$ cat config.mk
export PLATFORM = sky130hd
export DESIGN_NAME = reg_file32_flat
export DESIGN_NICKNAME = d
export VERILOG_FILES = /design/src/rtl/reg_file32_if.sv /design/src/rtl/reg_file32.sv /design/src/flat_wrapper.sv
export SDC_FILE = /design/constraint.sdc
export NUM_CORES = 2
export LEC_CHECK = 0
export ABC_CLOCK_PERIOD_IN_PS = 7800
export CELL_PAD_IN_SITES_DETAIL_PLACEMENT = 1
export CELL_PAD_IN_SITES_GLOBAL_PLACEMENT = 1
export CORE_ASPECT_RATIO = 0.9
export CORE_MARGIN = 2
export CORE_UTILIZATION = 58
export CTS_CLUSTER_SIZE = 10
export DETAILED_ROUTE_END_ITERATION = 6
export DONT_BUFFER_PORTS = 1
export MAX_ROUTING_LAYER = met4
export PLACE_DENSITY_LB_ADDON = 0.08
export SLEW_MARGIN = 20
export SYNTH_ARGS = -nofsm -noshare
export SYNTH_HDL_FRONTEND = slang
export SYNTH_SLANG_ARGS = --single-unit
$ cat constraint.sdc
create_clock -name clk -period 7.8 [get_ports clk]
set_input_delay 1.95 -clock clk [delete_from_list [all_inputs] [get_ports clk]]
set_output_delay 1.95 -clock clk [all_outputs]
set_load 0.02 [all_outputs]
$ cat src/rtl/reg_file32_if.sv
`default_nettype none
//==============================================================================
// Module      : reg_file32_if
// Description : Bus bundle for the reg_file32 register file. It carries the
//               write port, the two operand read ports, the debug read port
//               and the write counter. The CPU datapath uses the master side
//               and the register file uses the slave side.
// Revision    : 1.0 - initial release
//==============================================================================
interface reg_file32_if #(
    parameter int DATA_WIDTH = 32,
    parameter int ADDR_WIDTH = 5,
    parameter int CNT_WIDTH  = 16
);
    logic                  we;
    logic [ADDR_WIDTH-1:0] waddr;
    logic [DATA_WIDTH-1:0] wdata;
    logic [ADDR_WIDTH-1:0] raddr1;
    logic [ADDR_WIDTH-1:0] raddr2;
    logic [DATA_WIDTH-1:0] rdata1;
    logic [DATA_WIDTH-1:0] rdata2;
    logic [ADDR_WIDTH-1:0] dbg_addr;
    logic [DATA_WIDTH-1:0] dbg_data;
    logic [CNT_WIDTH-1:0]  wr_count;

    // Datapath side: drives indices and write data, consumes read data
    modport master (
        output we, waddr, wdata, raddr1, raddr2, dbg_addr,
        input  rdata1, rdata2, dbg_data, wr_count
    );

    // Register-file side
    modport slave (
        input  we, waddr, wdata, raddr1, raddr2, dbg_addr,
        output rdata1, rdata2, dbg_data, wr_count
    );
endinterface
`default_nettype wire

$ cat src/rtl/reg_file32.sv
`default_nettype none
//==============================================================================
// Module      : reg_file32
// Description : MIPS-style general-purpose register file. It has two
//               combinational read ports for the ALU operands, one synchronous
//               write port, a debug read port and a saturating counter of
//               committed writes. Register 0 always reads as zero.
//               Optional feature macro: REGFILE_WR_BYPASS_EN. When it is
//               defined, write data is forwarded to rdata1/rdata2 in the cycle
//               of the write. dbg_data is never forwarded.
// Revision    : 1.0 - initial release
//==============================================================================
module reg_file32 #(
    parameter int DATA_WIDTH = 32,
    parameter int ADDR_WIDTH = 5,
    parameter int CNT_WIDTH  = 16
) (
    input  wire logic    clk,
    input  wire logic    rst_n,
    reg_file32_if.slave  bus
);

    localparam int c_DEPTH = 2 ** ADDR_WIDTH;

    // A write only takes effect when it targets a real (non-zero) register
    logic                  w_commit;
    logic [DATA_WIDTH-1:0] w_regs [c_DEPTH];
    logic [DATA_WIDTH-1:0] w_rd1;
    logic [DATA_WIDTH-1:0] w_rd2;
    logic [DATA_WIDTH-1:0] w_dbg;
    logic [CNT_WIDTH-1:0]  r_wr_count;

    assign w_commit = bus.we && (bus.waddr != '0);

    // Index 0 has no storage and always reads as zero
    assign w_regs[0] = '0;

    // One storage word per non-zero index, cleared asynchronously
    for (genvar gi = 1; gi < c_DEPTH; gi++) begin : g_reg
        logic [DATA_WIDTH-1:0] r_q;

        // Capture write data when this index is the committed write target
        always_ff @(posedge clk or negedge rst_n) begin
            if (!rst_n) begin
                r_q <= '0;
            end else if (w_commit && (bus.waddr == ADDR_WIDTH'(gi))) begin
                r_q <= bus.wdata;
            end
        end

        assign w_regs[gi] = r_q;
    end

    // Count committed writes and hold at all-ones instead of wrapping
    always_ff @(posedge clk or negedge rst_n) begin
        if (!rst_n) begin
            r_wr_count <= '0;
        end else if (w_commit && (r_wr_count != {CNT_WIDTH{1'b1}})) begin
            r_wr_count <= r_wr_count + CNT_WIDTH'(1);
        end
    end

    // Operand read ports, with optional same-cycle forwarding of write data
    always_comb begin
        w_rd1 = w_regs[bus.raddr1];
        w_rd2 = w_regs[bus.raddr2];
`ifdef REGFILE_WR_BYPASS_EN
        // w_commit excludes index 0, so register 0 is never forwarded
        if (w_commit && (bus.raddr1 == bus.waddr)) begin
            w_rd1 = bus.wdata;
        end
        if (w_commit && (bus.raddr2 == bus.waddr)) begin
            w_rd2 = bus.wdata;
        end
`endif
    end

    // The debug port always shows stored state and is never forwarded
    always_comb begin
        w_dbg = w_regs[bus.dbg_addr];
    end

    // Force reads to zero while reset is held. This also blocks forwarded
    // write data, which would otherwise appear during reset.
    assign bus.rdata1   = rst_n ? w_rd1 : '0;
    assign bus.rdata2   = rst_n ? w_rd2 : '0;
    assign bus.dbg_data = rst_n ? w_dbg : '0;
    assign bus.wr_count = r_wr_count;

endmodule
`default_nettype wire
$ cat src/flat_wrapper.sv
// flat-port wrapper written by rule: the top's interface ports become plain ports
module reg_file32_flat 
#(
    parameter int DATA_WIDTH = 32,
    parameter int ADDR_WIDTH = 5,
    parameter int CNT_WIDTH  = 16
)
  (clk, rst_n, bus_we, bus_waddr, bus_wdata, bus_raddr1, bus_raddr2, bus_dbg_addr, bus_rdata1, bus_rdata2, bus_dbg_data, bus_wr_count);
  reg_file32_if #(.DATA_WIDTH(DATA_WIDTH), .ADDR_WIDTH(ADDR_WIDTH), .CNT_WIDTH(CNT_WIDTH)) bus_i ();
  input  wire logic clk;
  input  wire logic rst_n;
  input wire logic [$bits(bus_i.we)-1:0] bus_we;
  input wire logic [$bits(bus_i.waddr)-1:0] bus_waddr;
  input wire logic [$bits(bus_i.wdata)-1:0] bus_wdata;
  input wire logic [$bits(bus_i.raddr1)-1:0] bus_raddr1;
  input wire logic [$bits(bus_i.raddr2)-1:0] bus_raddr2;
  input wire logic [$bits(bus_i.dbg_addr)-1:0] bus_dbg_addr;
  output wire logic [$bits(bus_i.rdata1)-1:0] bus_rdata1;
  output wire logic [$bits(bus_i.rdata2)-1:0] bus_rdata2;
  output wire logic [$bits(bus_i.dbg_data)-1:0] bus_dbg_data;
  output wire logic [$bits(bus_i.wr_count)-1:0] bus_wr_count;
  assign bus_i.we = bus_we;
  assign bus_i.waddr = bus_waddr;
  assign bus_i.wdata = bus_wdata;
  assign bus_i.raddr1 = bus_raddr1;
  assign bus_i.raddr2 = bus_raddr2;
  assign bus_i.dbg_addr = bus_dbg_addr;
  assign bus_rdata1 = bus_i.rdata1;
  assign bus_rdata2 = bus_i.rdata2;
  assign bus_dbg_data = bus_i.dbg_data;
  assign bus_wr_count = bus_i.wr_count;
  reg_file32 #(.DATA_WIDTH(DATA_WIDTH), .ADDR_WIDTH(ADDR_WIDTH), .CNT_WIDTH(CNT_WIDTH)) u_core (.clk(clk), .rst_n(rst_n), .bus(bus_i));
endmodule
Fig. 1: drive-strength map
Scale: 1.5 px per um.
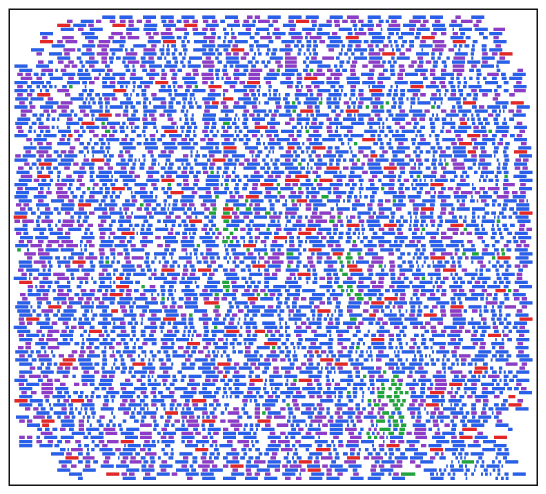
Key: drive 1 or less = blue [cells 3299, most used mux2i_1]; drive 2 = purple [cells 1272, most used mux2_2]; drive 6 and up = red [cells 148, most used clkbuf_16]; drive 3 to 4 = green [cells 150, most used buf_4]

==> results_slide.txt <==
Physical Implementation Snapshot

Outcome
  – Outcome: complete, but fails checks
  – Failing checks: DRC

Placed design
  – DP HPWL: 138.1 mm
  – Dpl cell area: 0.06325 mm2
  – Dpl cells: 6148
  – Port Buffers: 0

Global route
  – GRT met1 Usage: 59.97%
  – Met3 GRT Util: 12.23%
  – Overflow left after global routing: 0
  – Largest net degree at the start of global routing: 1015
  – First-pass GRT wire length: 356.2 mm
  – Antenna violations before repair: 4
  – Gr busiest metal: met2

Synthesis
  – Flip-flops with a built-in enable: 0
  – Synth logic family: multiplexers
  – Cells in synth_stat.txt: 5147
  – Ys Warns: 0
  – Mux area share: 41.57%
  – Top post-synthesis cells by area: dfrtp_1 (40%), mux2_2 (19%), mux2i_1 (16%), mux4_2 (5.7%), a22oi_1 (5.4%)
  – Mapped Nets: 5203
  – FFs w/ async S/R, synth: 100.0%
  – AND/OR/NAND/NOR Cells, Area Fraction: 3.116%
  – Xor+xnor area frac: 0.2091%
  – Syn Inst Count: 5147
  – Ys flops: 1008
  – Post-synth top area share: 40.14%
  – Yosys top cell by instances: mux2_2

Routing
  – Vias/cell: 7.720
  – WL per Instance: 39.07 um
  – Wl on met1: 98.88 mm
  – Via count: 48830
  – Met3 WL: 26.67 mm
  – Met2 WL post-DR: 106.9 mm
  – First-pass detailed-route iteration total: 7
  – DR DRC count: 3

Layout
  – Layout fillers: 10370
  – Sequential cell area: 0.02522 mm2
  – # diodes: 6
  – Fin util: 62.11%
  – Inverters, non-clock: 4
  – Largest Register: u_core.g.r_q
  – Max-area cell class: multi-input combinational cells
  – Flops: 1008
  – Layout clock buffer count: 157
  – Share of layout cells above drive strength 1: 32.24%
  – Final #Nets: 4879
  – Plain + repair buffers: 117
  – Non-filler cells, final: 6325
  – Comb/total area: 52.86%
  – Number of flip-flops in the largest register: 992
  – Logic area: 0.03527 mm2

Floorplanning
  – Chip height: 316.3 um
  – Tap cells: 1450
  – Core area: 0.1074 mm2
  – FP Rows: 114
  – IO Pins: 167

Worst hold path
  – WHS Endpoint: u_core.g_reg[6].r_q[19]$_DFFE_PN0P_
  – Hold WC Path Type: flop to flop
  – Hold Path Origin: u_core.g_reg[6].r_q[19]$_DFFE_PN0P_

Timing
  – RSZ-0062 raised after global routing: no
  – # setup viols final: 0
  – Final Skew: 0.004446 ns
  – Post-layout period usage: 93.61%
  – Post-route minimum period: 7.301 ns
  – Final setup margin: 0.4987 ns
  – Fmax: 0.1370 GHz

Clocking
  – Clock latency at the later pin of the worst-skew pair: 0.74 ns
  – H-Tree Depth: 3
  – CTS tree: yes
  – Clk sinks: 1008
  – Clk slew on worst S/H paths: 0.06 ns
  – Cts bufs inserted: 115

Pwr
  – Comb pwr share: 22.6%
  – Largest Pwr Group: registers
  – Net Sw Frac: 31.61%
  – Power Density: 241.4 mW/mm2
  – Clk pwr share: 31.2%
  – Share of power burned in registers: 46.3%
  – Maximum vdd drop: 0.0002062 V
  – Total design power: 16.10 mW
  – Clk power: 5.02 mW
  – Comb group: 3.63 mW

Setup path
  – Critical Path Source: rst_n
  – CP endpoint kind: output pin
  – Setup crit end: bus_rdata1[30]
  – Buf/Inv on CP: 4
  – Worst path required time: 5.85 ns
  – Crit-path cells: buf_16, buf_16, inv_1, nor2_4, buf_4, o211ai_1, o211ai_1

Job
  – Total tool warning count: 63
  – Max-Cap Viols: 0
Fig. 2: metal layers overlaid
Scale: 1.5 px per um. Only two layers are drawn.
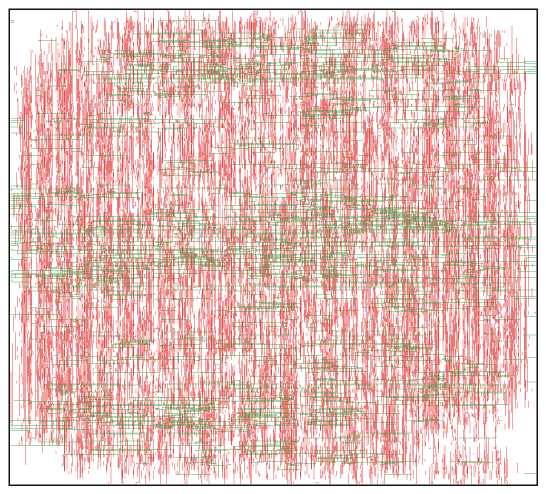
Key: met3 = green [wire length 26.7 mm]; met2 = red [wire length 107 mm]

Power is estimated from default activity; no workload was simulated.
